## src/rtl/instr_encoder_loader.sv

```systemverilog
// instr_encoder_loader
//   Packs symbolic instructions (opcode + register/immediate fields) into
//   INSTR_W-bit words, buffers them in a DEPTH-entry FIFO and writes them
//   sequentially into instruction memory starting at address 0.
//
//   Optional feature macro: INSTR_ENCODER_NOP_PAD_EN
//     defined   : after HALT is written, the rest of memory up to the last
//                 address is filled with all-zero (NOP) words.
//     undefined : the load finishes as soon as HALT is written.
//
// Ports
//   clk, rst_n          clock, synchronous active-low reset
//   start               one-cycle pulse, begins a fresh load at address 0
//   in_valid/in_ready   instruction stream handshake
//   in_opcode, in_rs, in_rt, in_rd, in_imm   symbolic instruction fields
//   imem_we/addr/wdata  registered memory write port
//   imem_ready          memory accepts the write this cycle
//   busy, done          load in progress / program fully written (sticky)
//   err_opcode          invalid opcode seen (sticky)
//   err_overflow        program exceeded memory (sticky)
//   words_written       count of committed words
//
// state    | meaning
// ---------+-------------------------------------------------------------
// ST_IDLE  | after reset, waiting for start
// ST_LOAD  | accepting instructions, writing FIFO head to memory
// ST_DRAIN | HALT accepted, writing out remaining words (and NOP padding)
// ST_DONE  | program written, waiting for start
// ST_ERROR | memory overflow, FIFO flushed, waiting for start

module instr_encoder_loader #(
    parameter int INSTR_W = 32,
    parameter int REG_W   = 5,
    parameter int IMM_W   = 18,   // must equal INSTR_W-4-2*REG_W
    parameter int ADDR_W  = 8,
    parameter int DEPTH   = 4     // power of two, >= 2
) (
    input  logic               clk,
    input  logic               rst_n,
    input  logic               start,
    input  logic               in_valid,
    output logic               in_ready,
    input  logic [3:0]         in_opcode,
    input  logic [REG_W-1:0]   in_rs,
    input  logic [REG_W-1:0]   in_rt,
    input  logic [REG_W-1:0]   in_rd,
    input  logic [IMM_W-1:0]   in_imm,
    output logic               imem_we,
    output logic [ADDR_W-1:0]  imem_addr,
    output logic [INSTR_W-1:0] imem_wdata,
    input  logic               imem_ready,
    output logic               busy,
    output logic               done,
    output logic               err_opcode,
    output logic               err_overflow,
    output logic [ADDR_W:0]    words_written
);

`ifdef INSTR_ENCODER_NOP_PAD_EN
    localparam bit PAD_EN = 1'b1;
`else
    localparam bit PAD_EN = 1'b0;
`endif

    localparam int PTR_W = $clog2(DEPTH);
    localparam int CNT_W = PTR_W + 1;

    localparam logic [3:0] OP_NOP  = 4'b0000;
    localparam logic [3:0] OP_ADD  = 4'b0001;
    localparam logic [3:0] OP_MUL  = 4'b0010;
    localparam logic [3:0] OP_SINN = 4'b0011;
    localparam logic [3:0] OP_MAC  = 4'b0100;
    localparam logic [3:0] OP_ADDI = 4'b1001;
    localparam logic [3:0] OP_HALT = 4'b1011;
    localparam logic [3:0] OP_LD   = 4'b1110;
    localparam logic [3:0] OP_ST   = 4'b1111;

    typedef enum logic [2:0] {
        ST_IDLE,
        ST_LOAD,
        ST_DRAIN,
        ST_DONE,
        ST_ERROR
    } state_t;

    state_t               state_q, state_d;
    logic [INSTR_W-1:0]   fifo_mem_q [DEPTH];
    logic [INSTR_W-1:0]   fifo_mem_d [DEPTH];
    logic [PTR_W-1:0]     wr_ptr_q, wr_ptr_d;
    logic [PTR_W-1:0]     rd_ptr_q, rd_ptr_d;
    logic [CNT_W-1:0]     count_q, count_d;
    logic                 imem_we_q, imem_we_d;
    logic [ADDR_W-1:0]    imem_addr_q, imem_addr_d;
    logic [INSTR_W-1:0]   imem_wdata_q, imem_wdata_d;
    logic [ADDR_W:0]      words_written_q, words_written_d;
    logic                 err_opcode_q, err_opcode_d;
    logic                 err_overflow_q, err_overflow_d;
    logic                 pad_q, pad_d;

    logic                 op_valid;
    logic [INSTR_W-1:0]   packed_word;
    logic                 xfer, push, pop, commit, flush;
    logic                 head_is_halt, at_last_addr;
    logic [CNT_W-1:0]     count_after_pop;

    // Field packing. NOP stays all-zero whatever its fields carry.
    always_comb begin
        op_valid    = 1'b0;
        packed_word = '0;
        case (in_opcode)
            OP_NOP: begin
                op_valid = 1'b1;
            end
            OP_ADD, OP_MUL, OP_SINN, OP_MAC: begin
                op_valid                                   = 1'b1;
                packed_word[INSTR_W-1 -: 4]                = in_opcode;
                packed_word[INSTR_W-5 -: REG_W]            = in_rs;
                packed_word[INSTR_W-5-REG_W -: REG_W]      = in_rt;
                packed_word[INSTR_W-5-2*REG_W -: REG_W]    = in_rd;
            end
            OP_ADDI, OP_LD, OP_ST: begin
                op_valid                                   = 1'b1;
                packed_word[INSTR_W-1 -: 4]                = in_opcode;
                packed_word[INSTR_W-5 -: REG_W]            = in_rs;
                packed_word[INSTR_W-5-REG_W -: REG_W]      = in_rt;
                packed_word[IMM_W-1:0]                     = in_imm;
            end
            OP_HALT: begin
                op_valid                    = 1'b1;
                packed_word[INSTR_W-1 -: 4] = in_opcode;
            end
            default: begin
                op_valid = 1'b0;
            end
        endcase
    end

    assign in_ready = (state_q == ST_LOAD) && (count_q != CNT_W'(DEPTH));
    assign xfer     = in_valid && in_ready;
    assign push     = xfer && op_valid;
    assign commit   = imem_we_q && imem_ready;
    // Padding words are generated here, not taken from the FIFO.
    assign pop      = commit && !pad_q;

    assign head_is_halt    = (imem_wdata_q[INSTR_W-1 -: 4] == OP_HALT);
    assign at_last_addr    = &imem_addr_q;
    assign count_after_pop = count_q - CNT_W'(pop);

    always_comb begin
        state_d         = state_q;
        fifo_mem_d      = fifo_mem_q;
        wr_ptr_d        = wr_ptr_q;
        rd_ptr_d        = rd_ptr_q;
        count_d         = count_q;
        imem_addr_d     = imem_addr_q;
        words_written_d = words_written_q;
        err_opcode_d    = err_opcode_q;
        err_overflow_d  = err_overflow_q;
        pad_d           = pad_q;
        flush           = 1'b0;

        case (state_q)
            ST_IDLE, ST_DONE, ST_ERROR: begin
                if (start) begin
                    state_d         = ST_LOAD;
                    flush           = 1'b1;
                    imem_addr_d     = '0;
                    words_written_d = '0;
                    err_opcode_d    = 1'b0;
                    err_overflow_d  = 1'b0;
                    pad_d           = 1'b0;
                end
            end
            ST_LOAD: begin
                if (xfer && !op_valid) begin
                    err_opcode_d = 1'b1;
                end
                if (push && (in_opcode == OP_HALT)) begin
                    state_d = ST_DRAIN;
                end
            end
            ST_DRAIN: begin
            end
            default: begin
                state_d = ST_IDLE;
            end
        endcase

        if (push) begin
            fifo_mem_d[wr_ptr_q] = packed_word;
            wr_ptr_d             = wr_ptr_q + PTR_W'(1);
        end
        if (pop) begin
            rd_ptr_d = rd_ptr_q + PTR_W'(1);
        end
        count_d = count_q + CNT_W'(push) - CNT_W'(pop);

        if (commit) begin
            imem_addr_d     = imem_addr_q + ADDR_W'(1);
            words_written_d = words_written_q + (ADDR_W+1)'(1);
            if (pad_q) begin
                if (at_last_addr) begin
                    state_d = ST_DONE;
                    pad_d   = 1'b0;
                end
            end else if (head_is_halt) begin
                if (PAD_EN && !at_last_addr) begin
                    pad_d = 1'b1;
                end else begin
                    state_d = ST_DONE;
                end
            end else if (at_last_addr) begin
                // The next write would wrap onto address 0.
                err_overflow_d = 1'b1;
                state_d        = ST_ERROR;
                flush          = 1'b1;
            end
        end

        if (flush) begin
            wr_ptr_d = '0;
            rd_ptr_d = '0;
            count_d  = '0;
        end
    end

    // Registered write port: next-cycle view of the FIFO head. When the FIFO
    // empties this cycle, the word being pushed becomes the new head.
    always_comb begin
        imem_we_d    = ((state_d == ST_LOAD) || (state_d == ST_DRAIN)) &&
                       ((count_d != '0) || pad_d);
        imem_wdata_d = '0;
        if (imem_we_d && !pad_d) begin
            if (count_after_pop == '0) begin
                imem_wdata_d = packed_word;
            end else begin
                imem_wdata_d = fifo_mem_q[rd_ptr_d];
            end
        end
    end

    always_ff @(posedge clk) begin
        if (!rst_n) begin
            state_q         <= ST_IDLE;
            wr_ptr_q        <= '0;
            rd_ptr_q        <= '0;
            count_q         <= '0;
            imem_we_q       <= 1'b0;
            imem_addr_q     <= '0;
            imem_wdata_q    <= '0;
            words_written_q <= '0;
            err_opcode_q    <= 1'b0;
            err_overflow_q  <= 1'b0;
            pad_q           <= 1'b0;
        end else begin
            state_q         <= state_d;
            wr_ptr_q        <= wr_ptr_d;
            rd_ptr_q        <= rd_ptr_d;
            count_q         <= count_d;
            imem_we_q       <= imem_we_d;
            imem_addr_q     <= imem_addr_d;
            imem_wdata_q    <= imem_wdata_d;
            words_written_q <= words_written_d;
            err_opcode_q    <= err_opcode_d;
            err_overflow_q  <= err_overflow_d;
            pad_q           <= pad_d;
        end
    end

    // Storage only; validity is tracked by the pointers and count.
    always_ff @(posedge clk) begin
        fifo_mem_q <= fifo_mem_d;
    end

    assign imem_we       = imem_we_q;
    assign imem_addr     = imem_addr_q;
    assign imem_wdata    = imem_wdata_q;
    assign words_written = words_written_q;
    assign err_opcode    = err_opcode_q;
    assign err_overflow  = err_overflow_q;
    assign busy          = (state_q == ST_LOAD) || (state_q == ST_DRAIN);
    assign done          = (state_q == ST_DONE);

endmodule
```

## config.mk

```make
export PLATFORM = sky130hd
export DESIGN_NAME = instr_encoder_loader
export DESIGN_NICKNAME = d
export VERILOG_FILES = /design/src/rtl/instr_encoder_loader.sv
export SDC_FILE = /design/constraint.sdc
export NUM_CORES = 1
export LEC_CHECK = 0
export ABC_AREA = 0
export CORE_ASPECT_RATIO = 1.25
export CORE_MARGIN = 5
export CORE_UTILIZATION = 60
export CTS_BUF_LIST = sky130_fd_sc_hd__clkbuf_8
export CTS_CLUSTER_DIAMETER = 40
export DETAILED_ROUTE_END_ITERATION = 8
export PLACE_DENSITY_LB_ADDON = 0.12
export SYNTH_ARGS = -nofsm -noshare
export SYNTH_HDL_FRONTEND = slang
export SYNTH_SLANG_ARGS = --single-unit
```

## constraint.sdc

```tcl
create_clock -name clk -period 7.6 [get_ports clk]
set_input_delay 1.52 -clock clk [delete_from_list [all_inputs] [get_ports clk]]
set_output_delay 1.52 -clock clk [all_outputs]
set_load 0.005 [all_outputs]
```

==> results.json <==
{
  "lay_top_count": "edfxtp_1",
  "yosysTopAreaCell": "edfxtp_1",
  "floorplan.nets": 777,
  "period_needed_ns": 5.96,
  "power_density_mw_per_mm2": 190,
  "crit_buf_inv": 3,
  "rsz0062_at_grt": "no",
  "grt_pass1_vias": 6361,
  "drive_gt1_frac": 0.0739,
  "wl_microns": 20500,
  "cp_max_fo": 25,
  "setup_viol": 0,
  "grt_max_degree": 51,
  "cp_top_family": "simple AND/OR/NAND/NOR gates",
  "dp_hpwl_microns": 12400,
  "ant_nets": 0,
  "drt_iter0_drc": 601,
  "clock.fmax_mhz": 168,
  "fin_skew_ns": 0.00974,
  "grt_pass1_wl_microns": 32600,
  "routed_via_density": 6.40,
  "cts_sinks": 191,
  "track_usage": 0.253,
  "clk_latency_ns": 0.48,
  "r2r_setup_slack_ns": 3.27,
  "yosys_cells": 725,
  "max_slew_margin": 0.187,
  "top_usage_layer": "met2",
  "warnings": 29,
  "status": "finished clean",
  "grt_use_met1": 0.326,
  "critPathCaptureType": "flip-flop",
  "die_h_microns": 143,
  "n_antenna_cell": 0,
  "slew_viol_final": 0,
  "critPathSlowestCell": "clkdlybuf4s50_1",
  "post-route-period-util": 0.784,
  "crit_arrival_ns": 6.38,
  "whs_ns": 0.507,
  "clkSlewWorstSetupHoldPaths_ns": 0.09,
  "use_met3": 0.0466,
  "area_leaders": "edfxtp_1 45%, dfxtp_1 15%, mux2i_1 2.9%, o21ai_0 2.4%, nand2_1 2.3%",
  "worst_slack_ns": 1.64,
  "gr-total-overflow": 0,
  "ctsResizeCount": 0,
  "postCtsSetupBuffers": 0,
  "initCoreUtil": 0.613,
  "syn_avg_cell_area_sq_um": 11.7,
  "netlist_instances": 725,
  "dpl_worst_slack_ns": 1.18,
  "layout_top_cells": "128 x edfxtp_1, 96 x clkdlybuf4s50_1, 63 x dfxtp_1",
  "hold_violations": 0,
  "critical_path_class": "in2reg",
  "cts_hold_buffers": 0,
  "r2r-start": "state_q[0]$_SDFF_PN0_",
  "tightest_slew_ns": 1.22,
  "cts_tree": "done",
  "holdPathEnd": "words_written[6]$_SDFFE_PN0P_",
  "top_cell_area_share": 0.452,
  "worstPathRequired_ns": 8.02,
  "nNetsFinal": 851,
  "ir_drop_mv": 0.125,
  "io_pins": 97,
  "cts_root_buf": "clkbuf_8",
  "worst_hold_path_type": "reg2reg",
  "crit_chain": "clkdlybuf4s50_1, nand2_1, o221ai_1, nor2b_1, inv_1, ha_1, inv_1, ha_1, fa_1, xnor3_1, nor4_1, or4_1, nor2_8, o2111a_1",
  "reg2regPathDepth": 13,
  "synthArstFlopShare": 0,
  "vias": 6313,
  "setup-tns-final_ns": 0,
  "drtPass1Iterations": 5,
  "synth_area_sq_mm": 0.00851,
  "postSynthSeqShare": 0.600,
  "place_congestion": 0.831,
  "cts-htree-levels": 4,
  "enable_flop_cells": 128,
  "worst_r2r_endpoint": "imem_wdata[31]$_SDFF_PN0_",
  "cts_inserted_buffers": 17,
  "max_stage_delay_ns": 0.85,
  "cap_violations": 0,
  "cts_buffer_depth": 2,
  "detail_route.wl_per_cell_microns": 20.7,
  "grtUsageMet2": 0.437,
  "numSynthFlops": 191,
  "drc": 0,
  "p_leak_uw": 0.00333,
  "start_kind": "primary input",
  "hold_start": "words_written[6]$_SDFFE_PN0P_",
  "port_buffers": 96,
  "synth-area-yosys_sq_mm": 0.00851,
  "yosys.cell_types.count": 65,
  "die_w_microns": 117,
  "hold_depth": 1,
  "p_total_uw": 1880,
  "chipArea_sq_mm": 0.0167,
  "area_delta_synth_final_pct": 16.4,
  "yosysWarnings": 0,
  "antenna_found_initial": 0,
  "synthFlopType": "edfxtp_1"
}
## synthesized netlist by cell type, types with 3 or more instances
cell type  count
o211a_1        3
nand3_1       22
edfxtp_1     128
nor3_1         9
nand4_1       31
o21a_1        25
or3_1          3
or2_2          3
buf_1          3
nand2_1       53
a31oi_1       12
o31ai_1       24
nor4_1         7
nor2b_1       14
buf_6          3
nor2_1        26
dfxtp_1       63
and2_1        19
nand2b_1       5
buf_4          3
inv_1         13
o21ai_0       40
mux2i_1       25
a32o_1         5
a221o_1        5
nand3b_1       3
buf_2         14
clkbuf_1      29
a21oi_1       36
xnor2_1        3
xor2_1         4
o2bb2ai_1     10
ha_1           9
a21boi_0       9
a32oi_1        5
and3_1        20
## worst reg2reg max path, cell delays in order, from the launching register on
cell and delay (ns):
dfxtp_1 0.46, nor3b_1 0.34, nand3_1 0.15, nor2b_1 0.48, inv_1 0.10, ha_1 0.29
inv_1 0.04, ha_1 0.18, fa_1 0.35, xnor3_1 0.40, nor4_1 0.05, or4_1 0.71
nor2_8 0.46, o2111a_1 0.26
## per-layer routing
metal | up-vias | wire length (microns)
met5 | - | 0
met4 | 0 | 369
met3 | 32 | 1390
met2 | 281 | 10500
met1 | 3100 | 8180
li1 | 2900 | -
## registers in the layout, summed over array words and instances, names as in the netlist
name	flops
count_q	3
err_opcode	1
imem_we	1
rd_ptr_q	2
state_q	3
words_written	9
imem_wdata	32
err_overflow	1
imem_addr	8
pad_q	1
fifo_mem_q	128
wr_ptr_q	2
## layout make-up
type | instances | area [sq um]
clock buffers | 17 | 234
clock inverters | 15 | 126
fillers | 990 | 3970
inverters | 13 | 48.8
multi-input cells | 469 | 3120
flip-flops and latches | 191 | 5100
well taps | 175 | 219
repair buffers | 107 | 1040
## per-stage QoR
step / instance area, sq um / std cells
floorplan: 8510 / 725
global placement: 9540 / 955
detailed placement: 9540 / 955
CTS: 9900 / 987
global route: 9900 / 987
finish: 9900 / 987
## how the worst max path moves through the flow
stage	from	to	slack [ns]	cells past startpoint
after detailed placement	in_opcode[2]	imem_wdata[31]$_SDFF_PN0_	1.18	14
after global placement	in_opcode[2]	imem_wdata[30]$_SDFF_PN0_	1.42	14
after floorplan	in_opcode[3]	imem_wdata[13]$_SDFF_PN0_	2.76	16
after CTS	in_opcode[2]	imem_wdata[31]$_SDFF_PN0_	1.68	14
after global routing	in_opcode[2]	imem_wdata[31]$_SDFF_PN0_	1.36	14
final	in_opcode[2]	imem_wdata[31]$_SDFF_PN0_	1.64	14
## cell families (layout without fill, tap and decap cells)
family,Yosys count,in the layout,share of synthesized area
flops,191,191,0.600
compound gates,189,189,0.155
mux,26,26,0.0307
buf+inv,65,152,0.0347
fa+ha+maj,10,10,0.0156
xor+xnor,8,8,0.00985
simple gates,236,236,0.154
## report_power, final
part	internal, uW	switching [uW]	total, uW	leakage (uW)
Sequential	1120	4.31	1120	0.00170
Clock	256	357	613	0.000180
Combinational	57.2	92.7	150	0.00145
PDN straps and rails:
The bar under the picture is 20 microns long. Pins as bars on the die edge. Tap cells in grey.
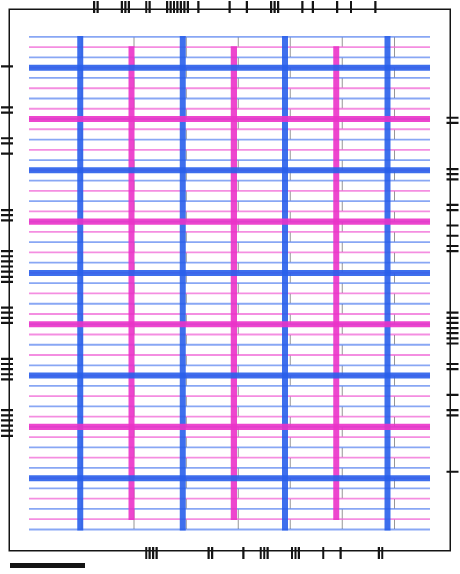
legend:
  VDD:
    colour: magenta
  VSS:
    colour: blue
met1 rails: 49
tap cells: 175

Nets reached from selected ports:
The bar under the picture is 20 microns long.
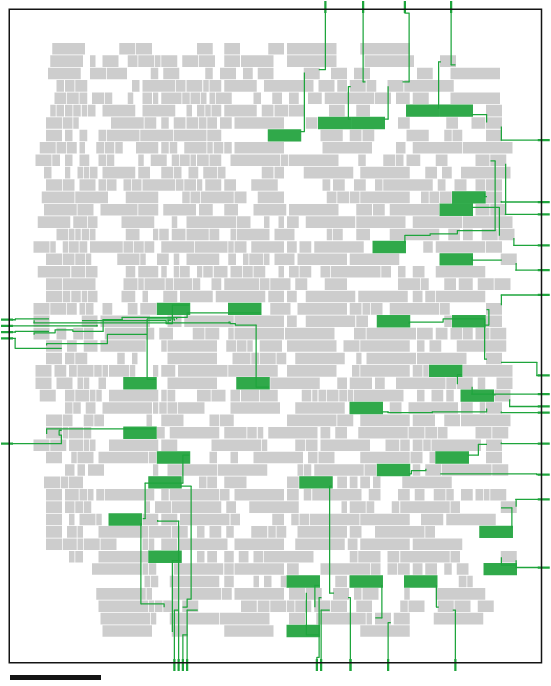
legend:
  `imem_wdata`:
    colour: green
    bits: 32
    direction: output
    end_cells: 32
    buffers: 32
    wire: 963 microns

Placed standard cells:
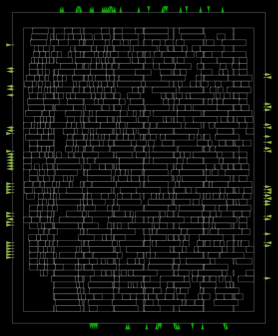
Core Region: 0.0139 sq mm
FFs & Latches: 191

Placed cells, one colour a class:
Fill, decap, tap and diode cells in grey.
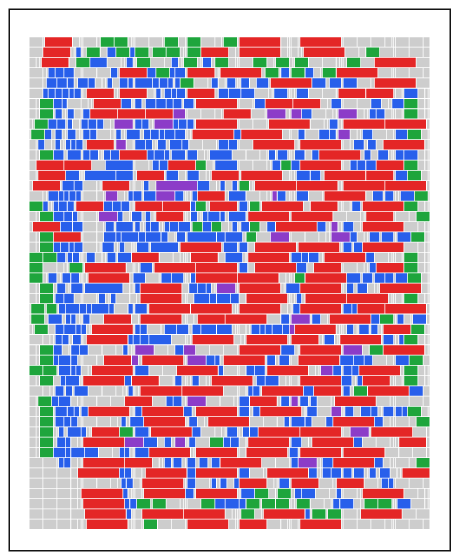
legend:
  flops:
    colour: red
    cells: 191
  other buffers and delay cells:
    colour: green
    cells: 107
  clock drivers and dummy loads:
    colour: purple
    cells: 32
  combinational and other logic:
    colour: blue
    cells: 482
Seq area share: 0.516
Rows: 48
post-layout util: 0.714
final design instance area without fill: 0.00990 sq mm

Power figures rest on the tool's default switching activity, not on a simulated workload.
